### Layout detail, run 1

The bar under the picture is 20 um long. Window x 16 to 66, y 16 to 66 um. Cells in grey, sequential cells in the stronger grey; small squares are vias.
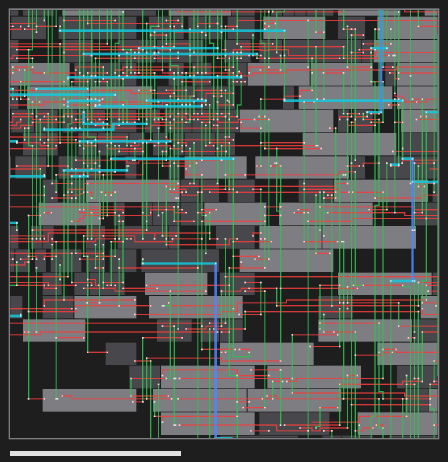
### Sequential cells grouped by signal name, run 1

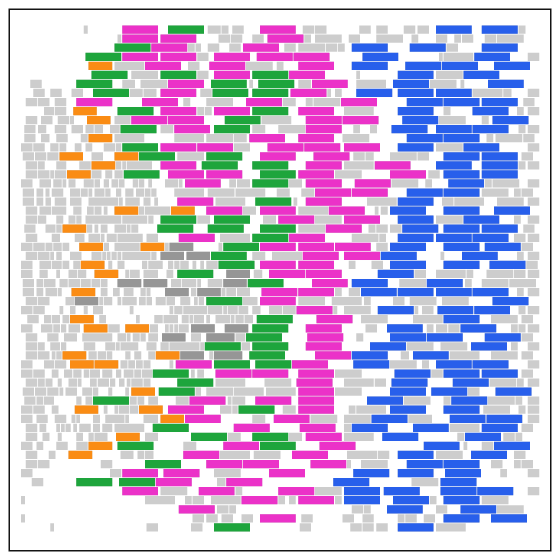
### Placement by cell class, run 1

Fill, decap, tap and diode cells in grey.
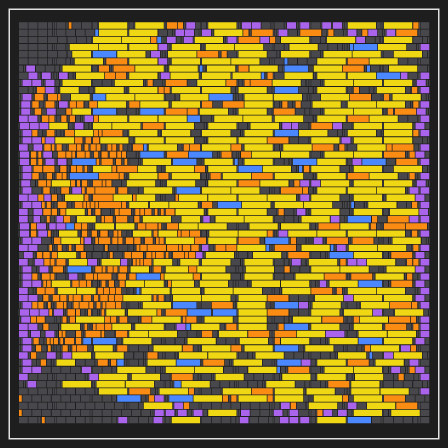
`config.mk`:
```
export PLATFORM = sky130hd
export DESIGN_NAME = fetch_stage_flat
export DESIGN_NICKNAME = d
export VERILOG_FILES = /design/src/rtl/fetch_stage_if.sv /design/src/rtl/fetch_stage.sv /design/src/flat_wrapper.sv
export SDC_FILE = /design/constraint.sdc
export NUM_CORES = 1
export LEC_CHECK = 0
export ABC_AREA = 0
export CAP_MARGIN = 10
export CORE_MARGIN = 3
export CORE_UTILIZATION = 59
export CTS_CLUSTER_SIZE = 16
export DETAILED_ROUTE_END_ITERATION = 7
export GPL_ROUTABILITY_DRIVEN = 1
export PLACE_DENSITY = 0.85
export SLEW_MARGIN = 20
export SYNTH_ARGS = -nofsm -noshare
export SYNTH_HDL_FRONTEND = slang
export SYNTH_SLANG_ARGS = --single-unit
```
`constraint.sdc`:
```
create_clock -name clk -period 6 [get_ports clk]
set_input_delay 1.5 -clock clk [delete_from_list [all_inputs] [get_ports clk]]
set_output_delay 1.5 -clock clk [all_outputs]
set_load 0.05 [all_outputs]
```
`src/rtl/fetch_stage_if.sv`:
```
// Signal bundle for fetch_stage: imem request/response, execute redirects, decode handoff.
interface fetch_stage_if;
    // valid/ready: a transfer happens on a posedge where valid and ready are both high; valid
    // never waits on ready. imem responses carry no ready and are always accepted.
    logic        imem_req_valid;
    logic        imem_req_ready;
    logic [31:0] imem_req_addr;
    logic        imem_rsp_valid;
    logic [31:0] imem_rsp_data;
    logic        branch_taken;
    logic [31:0] branch_target;
    logic        jump_taken;
    logic [31:0] jump_target;
    logic        if_valid;
    logic        if_ready;
    logic [31:0] if_pc;
    logic [31:0] if_instr;

    modport master (
        output imem_req_valid, imem_req_addr, if_valid, if_pc, if_instr,
        input  imem_req_ready, imem_rsp_valid, imem_rsp_data,
               branch_taken, branch_target, jump_taken, jump_target, if_ready
    );

    modport slave (
        input  imem_req_valid, imem_req_addr, if_valid, if_pc, if_instr,
        output imem_req_ready, imem_rsp_valid, imem_rsp_data,
               branch_taken, branch_target, jump_taken, jump_target, if_ready
    );
endinterface

```
`src/rtl/fetch_stage.sv`:
```
// Instruction fetch: PC owner, in-order imem reads, {pc, instr} buffer toward decode.
// Define FETCH_PERF_CNT_EN to add the fetch/redirect/discard performance counters.
module fetch_stage #(
    parameter logic [31:0] RESET_PC        = 32'h0000_0000,
    parameter int          FIFO_DEPTH      = 4,
    parameter int          MAX_OUTSTANDING = 2
) (
    input  logic          clk,
    input  logic          rst,
    fetch_stage_if.master bus
`ifdef FETCH_PERF_CNT_EN
    ,
    output logic [31:0]   perf_fetch_cnt,
    output logic [31:0]   perf_redirect_cnt,
    output logic [31:0]   perf_discard_cnt
`endif
);
    localparam int PW = $clog2(FIFO_DEPTH);
    localparam int CW = PW + 1;
    localparam int OW = $clog2(MAX_OUTSTANDING + 1);
    localparam int AW = (MAX_OUTSTANDING > 1) ? $clog2(MAX_OUTSTANDING) : 1;
    localparam int SW = ((CW > OW) ? CW : OW) + 1;

    logic [31:0]   pc_q;
    logic [31:0]   fifo_pc    [FIFO_DEPTH];
    logic [31:0]   fifo_instr [FIFO_DEPTH];
    logic [PW-1:0] rd_ptr;
    logic [PW-1:0] wr_ptr;
    logic [CW-1:0] count;
    logic [OW-1:0] outstanding;
    logic [OW-1:0] discard;
    logic [31:0]   addr_q [MAX_OUTSTANDING];
    logic [AW-1:0] aq_rd;
    logic [AW-1:0] aq_wr;

    logic          redirect;
    logic [31:0]   target;
    logic [SW-1:0] credit;
    logic          req_fire;
    logic          push;
    logic          pop;

    function automatic logic [AW-1:0] aq_next(input logic [AW-1:0] p);
        return (p == AW'(MAX_OUTSTANDING - 1)) ? '0 : p + AW'(1);
    endfunction

    assign redirect = bus.branch_taken | bus.jump_taken;
    assign target   = (bus.jump_taken ? bus.jump_target : bus.branch_target) & 32'hFFFF_FFFC;

    // Credit counts stale in-flight words too, so every returning word always has a slot.
    assign credit   = SW'(outstanding) + SW'(count);
    assign bus.imem_req_valid = !rst && !redirect
                              && (outstanding < OW'(MAX_OUTSTANDING))
                              && (credit < SW'(FIFO_DEPTH));
    assign bus.imem_req_addr  = pc_q;
    assign req_fire = bus.imem_req_valid && bus.imem_req_ready;

    assign push = bus.imem_rsp_valid && !redirect && (discard == '0);
    assign pop  = bus.if_valid && bus.if_ready && !redirect;

    assign bus.if_valid = (count != '0);
    assign bus.if_pc    = bus.if_valid ? fifo_pc[rd_ptr]    : 32'h0;
    assign bus.if_instr = bus.if_valid ? fifo_instr[rd_ptr] : 32'h0;

    always_ff @(posedge clk) begin
        if (rst) begin
            pc_q        <= RESET_PC;
            rd_ptr      <= '0;
            wr_ptr      <= '0;
            count       <= '0;
            outstanding <= '0;
            discard     <= '0;
            aq_rd       <= '0;
            aq_wr       <= '0;
        end else begin
            if (req_fire && !bus.imem_rsp_valid) begin
                outstanding <= outstanding + OW'(1);
            end else if (!req_fire && bus.imem_rsp_valid) begin
                outstanding <= outstanding - OW'(1);
            end

            if (redirect) begin
                // Everything issued so far is stale; the issued-address queue restarts empty.
                pc_q    <= target;
                rd_ptr  <= '0;
                wr_ptr  <= '0;
                count   <= '0;
                aq_rd   <= '0;
                aq_wr   <= '0;
                discard <= outstanding - OW'(bus.imem_rsp_valid);
            end else begin
                if (req_fire) begin
                    pc_q          <= pc_q + 32'd4;
                    addr_q[aq_wr] <= pc_q;
                    aq_wr         <= aq_next(aq_wr);
                end
                if (bus.imem_rsp_valid && (discard != '0)) begin
                    discard <= discard - OW'(1);
                end
                if (push) begin
                    fifo_pc[wr_ptr]    <= addr_q[aq_rd];
                    fifo_instr[wr_ptr] <= bus.imem_rsp_data;
                    wr_ptr             <= wr_ptr + PW'(1);
                    aq_rd              <= aq_next(aq_rd);
                end
                if (pop) begin
                    rd_ptr <= rd_ptr + PW'(1);
                end
                if (push && !pop) begin
                    count <= count + CW'(1);
                end else if (pop && !push) begin
                    count <= count - CW'(1);
                end
            end
        end
    end

`ifdef FETCH_PERF_CNT_EN
    always_ff @(posedge clk) begin
        if (rst) begin
            perf_fetch_cnt    <= 32'h0;
            perf_redirect_cnt <= 32'h0;
            perf_discard_cnt  <= 32'h0;
        end else begin
            if (push) begin
                perf_fetch_cnt <= perf_fetch_cnt + 32'd1;
            end
            if (redirect) begin
                perf_redirect_cnt <= perf_redirect_cnt + 32'd1;
            end
            // A response landing in a redirect cycle is stale and counts as dropped.
            if (bus.imem_rsp_valid && !push) begin
                perf_discard_cnt <= perf_discard_cnt + 32'd1;
            end
        end
    end
`endif
endmodule

```
`src/flat_wrapper.sv`:
```
// flat-port wrapper written by rule: the top's interface ports become plain ports
module fetch_stage_flat 
#(
    parameter logic [31:0] RESET_PC        = 32'h0000_0000,
    parameter int          FIFO_DEPTH      = 4,
    parameter int          MAX_OUTSTANDING = 2
)
  (clk, rst, bus_imem_req_valid, bus_imem_req_addr, bus_if_valid, bus_if_pc, bus_if_instr, bus_imem_req_ready, bus_imem_rsp_valid, bus_imem_rsp_data, bus_branch_taken, bus_branch_target, bus_jump_taken, bus_jump_target, bus_if_ready);
  fetch_stage_if bus_i ();
  input  logic clk;
  input  logic rst;
  output wire logic [$bits(bus_i.imem_req_valid)-1:0] bus_imem_req_valid;
  output wire logic [$bits(bus_i.imem_req_addr)-1:0] bus_imem_req_addr;
  output wire logic [$bits(bus_i.if_valid)-1:0] bus_if_valid;
  output wire logic [$bits(bus_i.if_pc)-1:0] bus_if_pc;
  output wire logic [$bits(bus_i.if_instr)-1:0] bus_if_instr;
  input wire logic [$bits(bus_i.imem_req_ready)-1:0] bus_imem_req_ready;
  input wire logic [$bits(bus_i.imem_rsp_valid)-1:0] bus_imem_rsp_valid;
  input wire logic [$bits(bus_i.imem_rsp_data)-1:0] bus_imem_rsp_data;
  input wire logic [$bits(bus_i.branch_taken)-1:0] bus_branch_taken;
  input wire logic [$bits(bus_i.branch_target)-1:0] bus_branch_target;
  input wire logic [$bits(bus_i.jump_taken)-1:0] bus_jump_taken;
  input wire logic [$bits(bus_i.jump_target)-1:0] bus_jump_target;
  input wire logic [$bits(bus_i.if_ready)-1:0] bus_if_ready;
  assign bus_imem_req_valid = bus_i.imem_req_valid;
  assign bus_imem_req_addr = bus_i.imem_req_addr;
  assign bus_if_valid = bus_i.if_valid;
  assign bus_if_pc = bus_i.if_pc;
  assign bus_if_instr = bus_i.if_instr;
  assign bus_i.imem_req_ready = bus_imem_req_ready;
  assign bus_i.imem_rsp_valid = bus_imem_rsp_valid;
  assign bus_i.imem_rsp_data = bus_imem_rsp_data;
  assign bus_i.branch_taken = bus_branch_taken;
  assign bus_i.branch_target = bus_branch_target;
  assign bus_i.jump_taken = bus_jump_taken;
  assign bus_i.jump_target = bus_jump_target;
  assign bus_i.if_ready = bus_if_ready;
  fetch_stage #(.RESET_PC(RESET_PC), .FIFO_DEPTH(FIFO_DEPTH), .MAX_OUTSTANDING(MAX_OUTSTANDING)) u_core (.clk(clk), .rst(rst), .bus(bus_i));
endmodule
```
==> impl_metrics.csv, run 1 <==
group,metric,value,unit
yosys,syn_area,0.0144,mm2
die,fp.dieH,162,um
power_and_ir_drop,powerDensity,291,mW/mm2
finish,comb_share,22.5,%
die,pin_count,201,
timing,finalSetupViolations,0,
power_and_ir_drop,p_total,5.17,mW
power_and_ir_drop,clk-power,2.05,mW
worst_setup_path,cp_slowest_cell,"clkdlybuf4s50_1",
yosys,edf_count,308,
cts,root_buffer,"clkbuf_16",
worst_setup_path,startpoint,"bus_branch_taken",
global_routing,antenna_found_initial,0,
global_routing,gr-total-overflow,0,
timing,min_period,4900,ps
placed_design,dpl.hpwl,18800,um
worst_setup_path,critPathKind,"primary input to output pin",
power_and_ir_drop,p_int,4.06,mW
route,top_layer,"met4",
global_routing,grt_pass1_wl,48000,um
yosys,synth_cell_types,64,
route,wirelength_met1,12500,um
finish,nClkBuffers,49,
yosys,ys_top_logic_family,"multiplexers",
finish,area_growth,23.1,%
yosys,simple_gate_area_share,8.23,%
worst_setup_path,timing.rr.start,"u_core.count[1]",
timing,clock-skew-final,7.12,ps
timing,rsz0062_at_grt,"no",
route,via_count,8274,
route,drtPass1Iterations,5,
timing,hold_viol,0,
placed_design,io_buffer_count,192,
worst_setup_path,required,4500,ps
route,routed_wirelength,30800,um
route,wl_met2,15400,um
finish,largest_reg_flops,128,
finish,ff_count,354,
yosys,synthCells,834,
yosys,ff_type,"edfxtp_1",
worst_setup_path,cp_cell_sequence,"clkdlybuf4s50_1, nor3_1, and3_1, clkdlybuf4s50_1",
yosys,ys_chip_area,0.0144,mm2
cts,h-tree-depth,2,
cts,holdBufCountCts,0,
timing,drv_slew,0,
global_routing,met3_usage,5.18,%
run,timing.max_cap.violations,0,
cts,clkLatencyLatePin,500,ps
cts,clock_path_buffers,3,
global_routing,top_usage_layer,"met2",
route,wl_per_cell,22.4,um
worst_setup_path,start_kind,"primary input",
route,post_drt_via_cell_ratio,6.02,
power_and_ir_drop,power-top-group,"registers",
finish,largest_cell_class,"sequential cells",
worst_setup_path,worstSetupEndpointType,"output pin",
global_routing,grt_max_degree,63,
timing,finalClockPeriodUsage,81.7,%
route,wl_met3,2480,um
worst_setup_path,crit_fanout,8,
finish,top_regs,"u_core.fifo_instr: 128 flops, u_core.fifo_pc: 120 flops, u_core.addr_q: 60 flops",
timing,max_freq,0.204,GHz
global_routing,use_met2,40.0,%
die,well_tap_count,319,
die,initial_core_util,60.7,%
yosys,async_flop_share,0,%
power_and_ir_drop,sw_frac_of_total,21.4,%
cts,clock-sinks,354,
yosys,ys_ff,354,
finish,inv_count,15,
timing,worst_slew_pin_slew,980,ps
cts,clk_pin_slew,60,ps
finish,buffer_area_share,11.5,%
yosys,mux_area_share,12.4,%
power_and_ir_drop,comb_power,0.363,mW
global_routing,grt_pass1_vias,8493,
global_routing,grt_util_met1,32.1,%
yosys,syn_area_per_cell,17.3,um2
yosys,synth_seq_share,70.6,%
die,die_area,0.0263,mm2
worst_setup_path,cp.arrival,3400,ps
yosys,compound_area_share,4.31,%
route,drtIter0Drc,727,
run,warnings,33,
yosys,adder_share,1.01,%
worst_setup_path,max_stage_delay,820,ps
power_and_ir_drop,switching_power,1.11,mW
yosys,xor_area_share,1.52,%
power_and_ir_drop,seq_cell_power,2.75,mW
finish,layout_top_cells,"edfxtp_1 (308), clkdlybuf4s50_1 (192), and2_1 (66)",
power_and_ir_drop,seqPwrFrac,53.3,%
power_and_ir_drop,p_leak,5.80,nW
worst_setup_path,cp_top_family,"buffers and inverters",
run_status,status,"finished, final reports clean",
cts,post_cts_buffers,0,
route,ant_nets,0,
cts,cts_tree,"built",
finish,clock_area_share,6.10,%
finish,largest_register,"u_core.fifo_instr",
finish,multi_input_comb_cells,420,
cts,cts_resized,0,
cts,numCtsBuffers,35,
die,die_x,162,um
timing,final.setup.tns,0,ps
finish,diodes,0,
finish,fin_nets,1145,
finish,fillers,1399,
finish,signal_buffers,205,
worst_setup_path,path_common_cell,"clkdlybuf4s50_1",
power_and_ir_drop,ir_drop,0.218,mV
finish,drive_above_1_share,16.9,%
worst_hold_path,hp-class,"flop to flop",
timing,slew_headroom,34.7,%
worst_setup_path,path_buffers,2,
power_and_ir_drop,comb_power_share,7.0,%
yosys,yosys-stat-cells,834,
## Picture notes: 'Layout detail'
Key: red = metal 1; green = metal 2; cyan = metal 3; blue = metal 4
Netlist names of flops here include u_core.addr_q (11), u_core.bus.imem_req_addr (11), u_core.fifo_pc (11). Sequential cells in the window: 37. 130 logic cells have their middle in the window. Most frequent: edfxtp_1 (22), dfxtp_1 (13), nand3_1 (8).

## Picture notes: 'Sequential cells grouped by signal name'
Key: green = u_core.addr_q [flops 60]; magenta = u_core.fifo_pc [flops 120]; blue = u_core.fifo_instr [flops 128, where a vertical strip on the right]; orange = u_core.bus.imem_req_addr [flops 30]
register area: 0.0102 mm2
sequential share of cell area: 57.4%

## Picture notes: 'Placement by cell class'
Key: blue = clock drivers and dummy loads [cells 61, share of their area 6.2%]; purple = remaining buffers and delay cells [cells 205, share of their area 12%]; yellow = sequential cells [cells 354, share of their area 59%]; orange = combinational and other logic [cells 435, share of their area 23%]
final instance area: 0.0177 mm2
Rows: 56
fin util: 74.7%
core region area: 0.0238 mm2

run 1: through the flow:
stage | instances | setup WS [ps] | instance area, um2 | hold WS (ps)
6_report | 1374 | 1100 | 17700 | 536
5_1_grt | 1374 | 1050 | 17700 | 546
4_1_cts | 1374 | 1130 | 17700 | 531
3_3_place_gp | 1313 | 1140 | 16700 | 484
2_1_floorplan | 837 | 1650 | 14400 | 472
3_5_place_dp | 1313 | 1140 | 16700 | 516
run 1: final timing paths:
| check | endpoint | depth (start not counted) | slack [ps] |
|---|---|---|---|
| worst max register to register | u_core.count[2] | 8 | 3220 |
| worst min-delay path | flop | 2 | 540 |
| worst max-delay path | bus_imem_req_valid | 4 | 1100 |
| worst min register to register | flop | 2 | 540 |
run 1: cells in the mapped netlist, drive strengths merged (2+ instances only):
library cell | n | share of area, %
xor2 | 16 | 0.97
nand2b | 5 | 0.22
o21a | 5 | 0.26
and4 | 4 | 0.25
nor4 | 6 | 0.62
ha | 10 | 0.87
o221a | 2 | 0.16
inv | 15 | 0.39
dfxtp | 46 | 6.4
clkbuf | 29 | 0.76
and2 | 71 | 3.1
o221ai | 4 | 0.24
mux4 | 62 | 9.7
xnor2 | 9 | 0.55
edfxtp | 308 | 64
nor4b | 2 | 0.23
a211oi | 9 | 0.50
a31oi | 2 | 0.087
mux2i | 6 | 0.42
nand2 | 18 | 0.47
o21bai | 3 | 0.16
o22ai | 22 | 0.95
or3 | 4 | 0.18
nand4 | 15 | 0.86
and3 | 11 | 0.49
nor2 | 33 | 0.86
a22oi | 5 | 0.26
buf | 19 | 0.76
mux2 | 30 | 2.3
a21oi | 11 | 0.38
nand3 | 16 | 0.59
o21ai | 13 | 0.45
a222oi | 3 | 0.21
nor3 | 6 | 0.24
==> run 2, diff against run 1 <==
--- a/config.mk
+++ b/config.mk
@@ -8,11 +8,11 @@
 export ABC_AREA = 0
 export CAP_MARGIN = 10
 export CORE_MARGIN = 3
-export CORE_UTILIZATION = 59
+export CORE_UTILIZATION = 55
 export CTS_CLUSTER_SIZE = 16
 export DETAILED_ROUTE_END_ITERATION = 7
 export GPL_ROUTABILITY_DRIVEN = 1
-export PLACE_DENSITY = 0.85
+export PLACE_DENSITY = 0.8
 export SLEW_MARGIN = 20
 export SYNTH_ARGS = -nofsm -noshare
 export SYNTH_HDL_FRONTEND = slang
==> constraint.sdc (replaced) <==
create_clock -name clk -period 4.6 [get_ports clk]
set_input_delay 1.15 -clock clk [delete_from_list [all_inputs] [get_ports clk]]
set_output_delay 1.15 -clock clk [all_outputs]
set_load 0.05 [all_outputs]
### Placement by cell class, run 2

Fill, decap, tap and diode cells in grey.
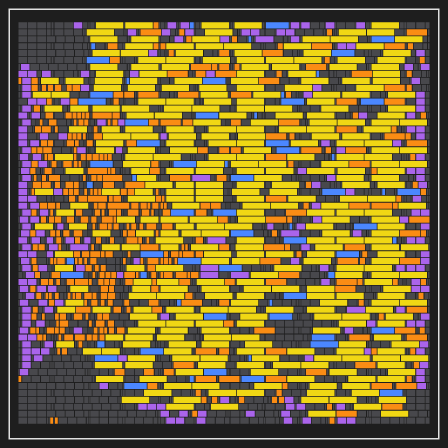
Key: purple = remaining buffers and delay cells [cells 211, share of their area 12%]; blue = clock drivers and dummy loads [cells 63, share of their area 6.5%]; orange = combinational and other logic [cells 435, share of their area 23%]; yellow = sequential cells [cells 354, share of their area 58%]
sequential share of cell area: 56.6%
fin util: 70.5%
core region area: 0.0255 mm2
Rows: 58
final instance area: 0.0180 mm2

### Placed standard cells, run 2

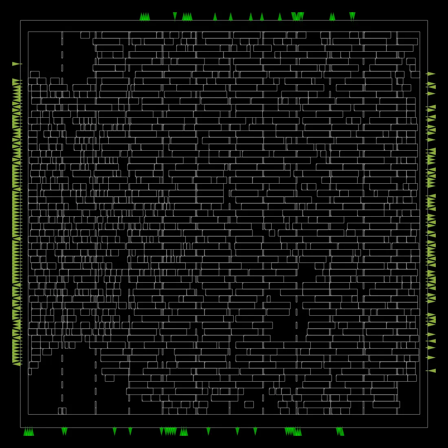
seq_cells: 354
Final Non-Filler Cells: 1393
Fillers: 1624
tap cells: 330

==> impl_metrics.csv, run 2 <==
group,metric,value,unit
worst_hold_path,hp-class,"flop to flop",
yosys,synth.most_common_cell,"edfxtp_1",
global_routing,grt_max_degree,66,
worst_setup_path,start_kind,"flop",
timing,max_freq,0.239,GHz
yosys,yosys-stat-cells,834,
cts,cts_resized,0,
yosys,syn_area,0.0144,mm2
yosys,netlist_top_cells_count,"edfxtp_1 (308), and2_1 (70), mux4_2 (62)",
timing,final.setup.tns,0,ps
finish,layout_top_cells,"edfxtp_1 (308), clkdlybuf4s50_1 (191), and2_1 (66)",
worst_setup_path,cp_slowest_cell,"clkdlybuf4s50_1",
yosys,yosysTopAreaCellShare,64.2,%
worst_setup_path,required,3450,ps
die,pin_count,201,
finish,drive_above_1_share,18.1,%
route,ant_nets,0,
finish,largest_reg_flops,128,
power_and_ir_drop,p_total,6.88,mW
yosys,synth_area_leader_cell,"edfxtp_1",
finish,diodes,0,
finish,fin_nets,1153,
global_routing,grt_pass1_wl,47600,um
timing,finalClockPeriodUsage,90.8,%
timing,clock-skew-final,15.3,ps
placed_design,dpl.hpwl,19700,um
worst_hold_path,whs_path_depth,2,
finish,area_growth,24.6,%
worst_setup_path,cp_cell_sequence,"buf_4, mux4_2, and2_1, clkdlybuf4s50_1",
cts,h-tree-depth,2,
worst_setup_path,critPathKind,"flop to output pin",
global_routing,grt_pass1_vias,8486,
cts,root_buffer,"clkbuf_16",
cts,clock_path_buffers,3,
route,drtIter0Drc,768,
die,initial_core_util,56.6,%
cts,post_cts_buffers,0,
yosys,syn_area_per_cell,17.3,um2
power_and_ir_drop,ir_drop,0.299,mV
placed_design,io_buffer_count,192,
cts,clk_pin_slew,60,ps
worst_setup_path,max_stage_delay,700,ps
worst_setup_path,worstSetupEndpointType,"output pin",
timing,finalSetupViolations,0,
worst_setup_path,reg2regPathDepth,8,
timing,min_period,4180,ps
yosys,synth_seq_share,70.6,%
yosys,edf_count,308,
placed_design,place_ws,873,ps
yosys,ff_type,"edfxtp_1",
worst_setup_path,worstReg2RegEnd,"u_core.count[2]",
yosys,synth_cell_types,64,
cts,holdBufCountCts,0,
run,timing.max_cap.violations,0,
global_routing,gr-total-overflow,0,
cts,cts_tree,"built",
route,post_drt_via_cell_ratio,5.87,
timing,hold_viol,0,
timing,finalWorstSetupSlack,424,ps
worst_setup_path,timing.rr.start,"u_core.count[1]",
finish,top_regs,"u_core.fifo_instr: 128 flops, u_core.fifo_pc: 120 flops, u_core.addr_q: 60 flops",
finish,final-seq-area,0.0102,mm2
yosys,ys_ff,354,
power_and_ir_drop,p_leak,5.89,nW
route,via_count,8176,
timing,slew_headroom,46.3,%
die,die_x,168,um
yosys,ys_chip_area,0.0144,mm2
timing,rsz0062_at_grt,"no",
cts,numCtsBuffers,37,
yosys,netlist_top_cells_area,"edfxtp_1 (64%), mux4_2 (9.7%), dfxtp_1 (6.4%)",
run_status,status,"finished, final reports clean",
worst_setup_path,reg2reg_setup_slack,1960,ps
cts,clkLatencyLatePin,500,ps
timing,drv_slew,0,
global_routing,antenna_found_initial,0,
finish,largest_register,"u_core.fifo_instr",
### Routed metal per tile, run 2

The bar under the picture is 50 um long. 34 x 34 tiles, from black (low) to pale yellow (high), scaled to the fullest tile. Values are wire area over tile area, all layers added.
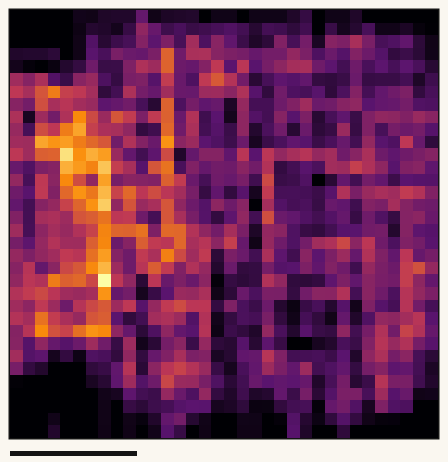
The mean over all tiles is 0.18. 8.7% of the tiles are nearly empty. The fullest tile reaches 0.62. The densest ninth of the die: middle left. 11% of the tiles are over half the peak.
total wire length: 30700 um
Routed wire per std cell: 22.1 um

[run 2: how the worst max path moves through the flow]
stage                     depth (start not counted)  slack [ps]        startpoint                      end
after floorplan                                   5         600  bus_branch_taken  u_core.fifo_instr[0][0]
final                                             4         420              flop         bus_if_instr[31]
after global placement                            4         930              flop         bus_if_instr[18]
after detailed placement                          9         870  bus_branch_taken          u_core.count[2]
after CTS                                         4         310              flop         bus_if_instr[31]
after global routing                              4         240              flop         bus_if_instr[31]
[run 2: cell type report]
cell class	count	area share (%)
inverter	15	0.313
multi-input combinational	420	22.3
clock inverter	19	0.850
clock buffer	44	5.54
tap	330	2.30
timing repair buffer	211	12.1
sequential	354	56.6
[run 2: cells by family after synthesis]
kind of cell	after synthesis	share of synthesized area [%]
compound gates	88	4.31
buf+inv	63	1.90
xor+xnor	25	1.52
flops	354	70.6
other cells	1	0.0260
simple gates	194	8.23
mux	98	12.4
fa+ha+maj	11	1.01
[run 2: worst max-delay path: cells and delay by family (launching register included)]
| kind | cells | cell delay (ps) |
|---|---|---|
| muxes | 1 | 570 |
| DFF | 1 | 680 |
| and+or+nand+nor | 1 | 180 |
| buffers and inverters | 2 | 1090 |
[run 2: routing by layer]
layer | GRT usage, % | part of all wire [%]
met1 | 29.6 | 42
met2 | 36.0 | 49
met3 | 3.73 | 7.0
met4 | 6.87 | 2.5
met5 | 0 | 0
[run 2: power breakdown]
group / switching (mW) / leakage, nW / internal [mW]
Sequential: 0.0633 / 3.17 / 3.53
Clock: 1.15 / 0.556 / 1.65
Combinational: 0.273 / 2.16 / 0.208
[run 2: through the flow]
stage | cells | hold slack [ps]
floorplan | 837 | 472
global placement | 1330 | 485
finish | 1393 | 528
detailed placement | 1330 | 509
CTS | 1393 | 528
global route | 1393 | 571
No activity file was given, so power comes from the tool's default toggle rates.
